Figure 1. Placement density heat map (run 1).
Bar = 100 um. 29 x 29 tiles, from white (low) to dark blue (high), 0 to 100% covered.
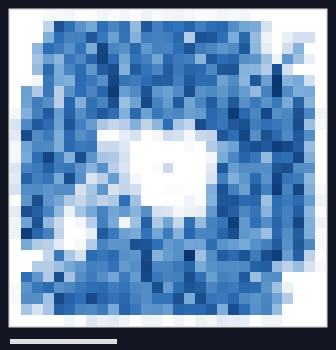
Figure 2. Where the registers sit (run 1).
Bar = 100 um. Other sequential cells in the stronger gray, the rest of the logic in the fainter gray.
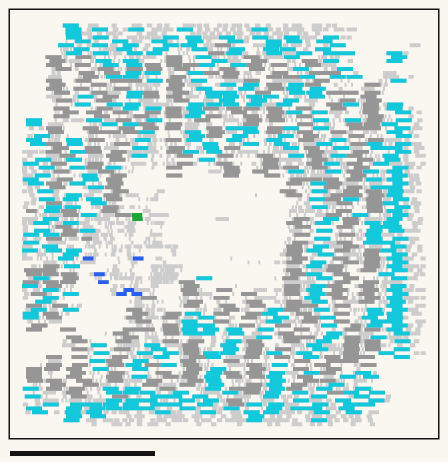
Figure 3. Power grid (run 1).
Bar = 100 um. Pins as bars on the die edge. Tap cells in gray.
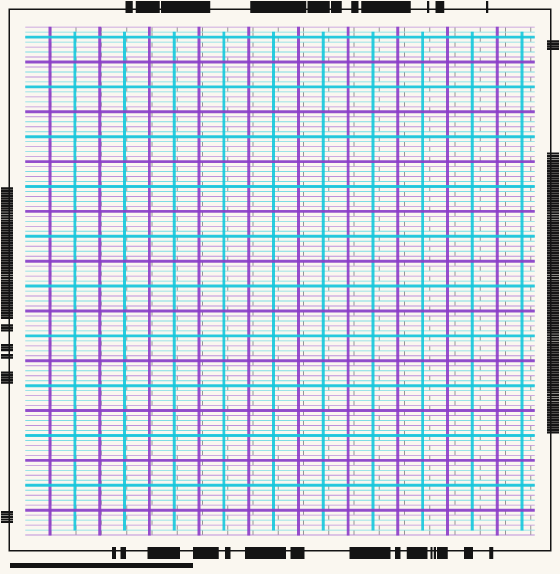
Figure 4. Placement view (run 1).
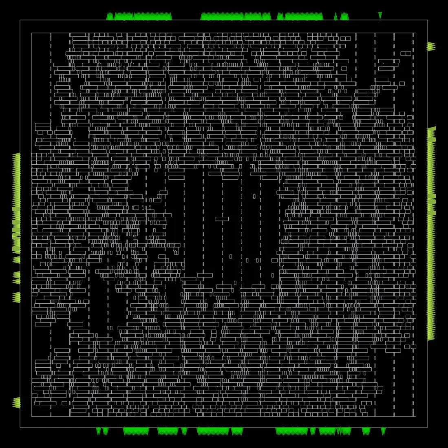
Design gan_param_loader, sky130hd; sources not shown.
==> impl_metrics.env, run 1 <==
# physical design summary
export IMPL_status="completed"
export IMPL_synth_warnings=0
export IMPL_min_path_cells=2
export IMPL_hp_class="flop to flop"
export IMPL_postCtsHoldBufs=0
export IMPL_io_pins=455
export IMPL_fin_crit_ns=42.44
export IMPL_clock_latency_ns=0.64
export IMPL_port_buffers=453
export IMPL_ant_nets=0
export IMPL_netlist_instances=2613
export IMPL_wl_um=93000
export IMPL_netSwitchingFraction_pct=21.1
export IMPL_yosysUniqueCellTypes=28
export IMPL_cts_path_max_buffers=3
export IMPL_post_cts_buffers=0
export IMPL_antenna_found_initial=4
export IMPL_min_period_over_period_pct=51.8
export IMPL_area_leaders="edfxtp_1 79%, nor2_1 9.6%, inv_1 5.3%, nand2_1 1.7%, clkbuf_1 1.1%"
export IMPL_place_congestion=0.824
export IMPL_dieArea_sq_um=87000
export IMPL_drive_gt1_share_pct=6.29
export IMPL_fin_nets=3203
export IMPL_grt_pass1_vias=20600
export IMPL_skew_ns=0.0217
export IMPL_yosysMostFrequentCell="edfxtp_1"
Notes on Figure 1 above:
mean over tiles: 48%
emptiest ninth of the die: middle
fullest tile: 98%
tiles over 75% full: 22%
nearly empty tiles: 15%
fp util: 43.3%
Core Area: 77,200 sq um
Final Core Density: 55.5%

Notes on Figure 2 above:
legend:
  green:
    netlist_name: state_r
    placed_flops: 2
  blue:
    netlist_name: idx_r
    placed_flops: 7
  cyan:
    netlist_name: u_bank.active_r
    placed_flops: 438
    where: spread over the die
Sequential Area: 26,500 sq um
Seq area share: 61.9%

Notes on Figure 3 above:
legend:
  cyan:
    net: VDD
  purple:
    net: VSS
met1 rails: 103
tap cells: 1,040
met5 straps: 20
signal pins: 455
met4 straps: 20
Chip Width: 295 um
Max VDD drop: 0.0153 mV

Notes on Figure 4 above:
Final Non-Filler Cells: 4,304
row count: 102

run 1: per-layer routing:
layer  up-vias  wire length (um)  GRT usage, %
li1       9543                 -             -
met1      9986             36000          26.2
met2       903             45600          35.5
met3       141              8310          4.58
met4         0              3040          7.44
met5         -                 0             0
run 1: power by group through the flow:
stage	logic, uW	clock network (uW)	registers [uW]
2_1_floorplan	18.6	0	554
3_3_place_gp	55.7	0	563
3_5_place_dp	60.1	0	540
4_1_cts	60.4	422	531
5_1_grt	64.0	439	532
6_report	59.4	416	530
run 1: cell type report:
type	instances	area [sq um]
diodes	5	12.5
flip-flops and latches	888	26500
repair buffers	482	5080
plain buffers	111	443
clock inverters	50	613
fillers	6209	34300
multi-input cells	1139	4710
well taps	1040	1300
clock buffers	114	2380
inverters	475	1780
run 1: kinds of logic (layout without fill, tap and decap cells):
| group | after synthesis | after routing | synth area share, % |
|---|---|---|---|
| AND-OR/OR-AND | 15 | 15 | 0.232 |
| adder cells (fa/ha/maj) | 4 | 4 | 0.150 |
| buffers and inverters | 586 | 1232 | 6.65 |
| flip-flops | 888 | 888 | 79.3 |
| other | 0 | 5 | 0 |
| AND/OR/NAND/NOR | 1120 | 1120 | 13.6 |
run 1: worst max-delay path, stage by stage:
cell	delay, ns
clkdlybuf4s50_1	0.67
nand2_1	0.15
inv_1	0.10
clkdlybuf4s50_1	0.51
run 1: per-stage QoR:
stage                     power (uW)  instances  worst slack [ns]  instance area [sq um]  utilization [%]
after detailed placement         600       4135             39.61                  39900             51.6
after global routing            1040       4299             39.55                  42900             55.5
after floorplan                  572       2613             29.20                  33500                -
after global placement           619       4106             17.20                  39300             50.9
after CTS                       1010       4299             39.60                  42900             55.5
final                           1010       4304             39.56                  42900             55.5
run 1: cells in the final DEF, fill, tap and decap left out, types with 5 or more instances in the layout:
cell type / netlist / routed
nand2_4: 10 / 10
clkinv_2: 0 / 9
nand2_1: 151 / 151
clkbuf_16: 0 / 91
o21ai_0: 9 / 8
bufinv_16: 0 / 13
a21oi_1: 5 / 5
clkdlybuf4s50_1: 0 / 453
buf_1: 8 / 8
edfxtp_1: 876 / 876
buf_2: 5 / 5
buf_12: 0 / 13
nor2_1: 856 / 856
diode_2: 0 / 5
clkinv_1: 1 / 19
nor2_4: 5 / 5
clkbuf_1: 95 / 115
nor2_2: 12 / 12
buf_8: 0 / 11
nand4_1: 7 / 7
dfxtp_1: 12 / 12
inv_1: 470 / 470
nand3_1: 53 / 53
nor3_1: 16 / 16
Figure 5. Port wiring (run 1).
Bar = 100 um.
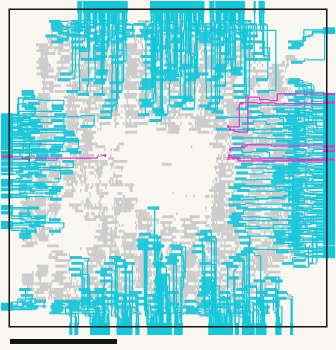

--- run 2 (diff from run 1) ---
--- a/config.mk
+++ b/config.mk
@@ -11,7 +11,7 @@
 export CORE_UTILIZATION = 43
 export DETAILED_ROUTE_END_ITERATION = 12
 export GPL_TIMING_DRIVEN = 0
-export PLACE_DENSITY = 0.63
+export PLACE_DENSITY = 0.66
 export SYNTH_ARGS = -nofsm -noshare
 export SYNTH_HDL_FRONTEND = slang
 export SYNTH_SLANG_ARGS = --single-unit
==> constraint.sdc (replaced) <==
create_clock -name clock -period 37.7 [get_ports clock]
set_input_delay 9.425 -clock clock [delete_from_list [all_inputs] [get_ports clock]]
set_output_delay 9.425 -clock clock [all_outputs]
set_load 0.005 [all_outputs]
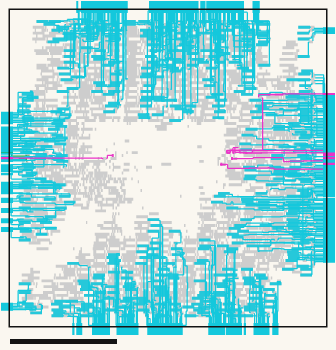
Figure 6: run 2, port wiring.
Bar = 100 um.
legend:
  magenta:
    port: cfg_data
    bits: 6
    direction: input
    edge: 5 right, 1 left
    end_cells: 6
    buffers: 6
    wire: 663 um
  cyan:
    port: param_bus
    bits: 438
    direction: output
    edge: 142 top, 122 bottom, 114 right, 60 left
    end_cells: 438
    buffers: 438
    wire: 21.0 mm
  green:
    port: commit_pulse
    bits: 1
    direction: output
    edge: left
    end_cells: 1
    buffers: 1
    wire: 28.0 um
Port Buffers: 453
IO Pins: 455

==> impl_metrics.env, run 2 <==
# physical design summary
export IMPL_rows=102
export IMPL_final_cells=4296
export IMPL_postCtsHoldBufs=0
export IMPL_area_leaders="edfxtp_1 79%, nor2_1 9.6%, inv_1 5.3%, nand2_1 1.7%, clkbuf_1 1.1%"
export IMPL_path_buffers=3
export IMPL_ant_nets=0
export IMPL_synth_warnings=0
export IMPL_coreArea_sq_um=77200
export IMPL_drive_gt1_share_pct=6.27
export IMPL_netlist_instances=2613
export IMPL_cp_num_cells=4
export IMPL_crit_family="buffers and inverters"
export IMPL_status="completed"
export IMPL_crit_top_cell="clkdlybuf4s50_1"
export IMPL_yosysUniqueCellTypes=28
export IMPL_fin_crit_ns=20.27
export IMPL_slowest_stage="clkdlybuf4s50_1"
export IMPL_layout_area_comb_sq_um=4710
export IMPL_grt_pass1_vias=19700
export IMPL_skew_ns=0.0196
export IMPL_place_congestion=0.828
export IMPL_num_fill_cells=6283
export IMPL_post_cts_buffers=0
export IMPL_min_path_cells=2
## run 2: final cells by class
| cell class | instances | area share, % |
|---|---|---|
| clock buffers | 110 | 5.51 |
| diodes | 1 | 0.00587 |
| plain buffers | 111 | 1.04 |
| clock inverters | 50 | 0.988 |
| inverters | 475 | 4.18 |
| multi-input cells | 1139 | 11.0 |
| repair buffers | 482 | 12.0 |
| flip-flops and latches | 888 | 62.2 |
| well taps | 1040 | 3.05 |
## run 2: logic make-up (layout without fill, tap and decap cells)
group	count (synthesis)	after routing	share of synthesized area, %
compound gates	15	15	0.232
simple gates	1120	1120	13.6
fa+ha+maj	4	4	0.150
buf+inv	586	1228	6.65
other cells	0	1	0
flops	888	888	79.3
## run 2: worst reg2reg max path, delay by kind of cell (launching register included)
| family | cells | cell delay [ns] |
|---|---|---|
| DFF | 1 | 0.33 |
| adders and majority gates | 2 | 0.66 |
| and+or+nand+nor | 7 | 2.44 |
| buffers and inverters | 2 | 0.22 |
## run 2: through the flow
step	power [uW]	utilization (%)	worst slack, ns
after CTS	2150	55.2	17.44
final	2130	55.3	17.43
after floorplan	1230	-	7.78
after global placement	1330	50.9	-1.49
after detailed placement	1300	51.7	17.45
after global routing	2190	55.2	17.37
## run 2: metal layers
| metal | share of wire (%) | up-vias | GRT usage [%] | wire length [um] |
|---|---|---|---|---|
| met5 | 0.028 | - | 0 | 26 |
| li1 | - | 9523 | - | - |
| met2 | 49 | 807 | 35.7 | 45800 |
| met4 | 2.9 | 4 | 6.67 | 2690 |
| met1 | 40 | 9795 | 26.4 | 36900 |
| met3 | 8.0 | 149 | 4.40 | 7390 |
## run 2: where the power goes
group,switching (uW),total [uW],internal (uW)
Sequential,16.8,1150,1130
Clock,369,847,478
Combinational,75.9,132,56.1
Power is estimated from default activity; no workload was simulated.
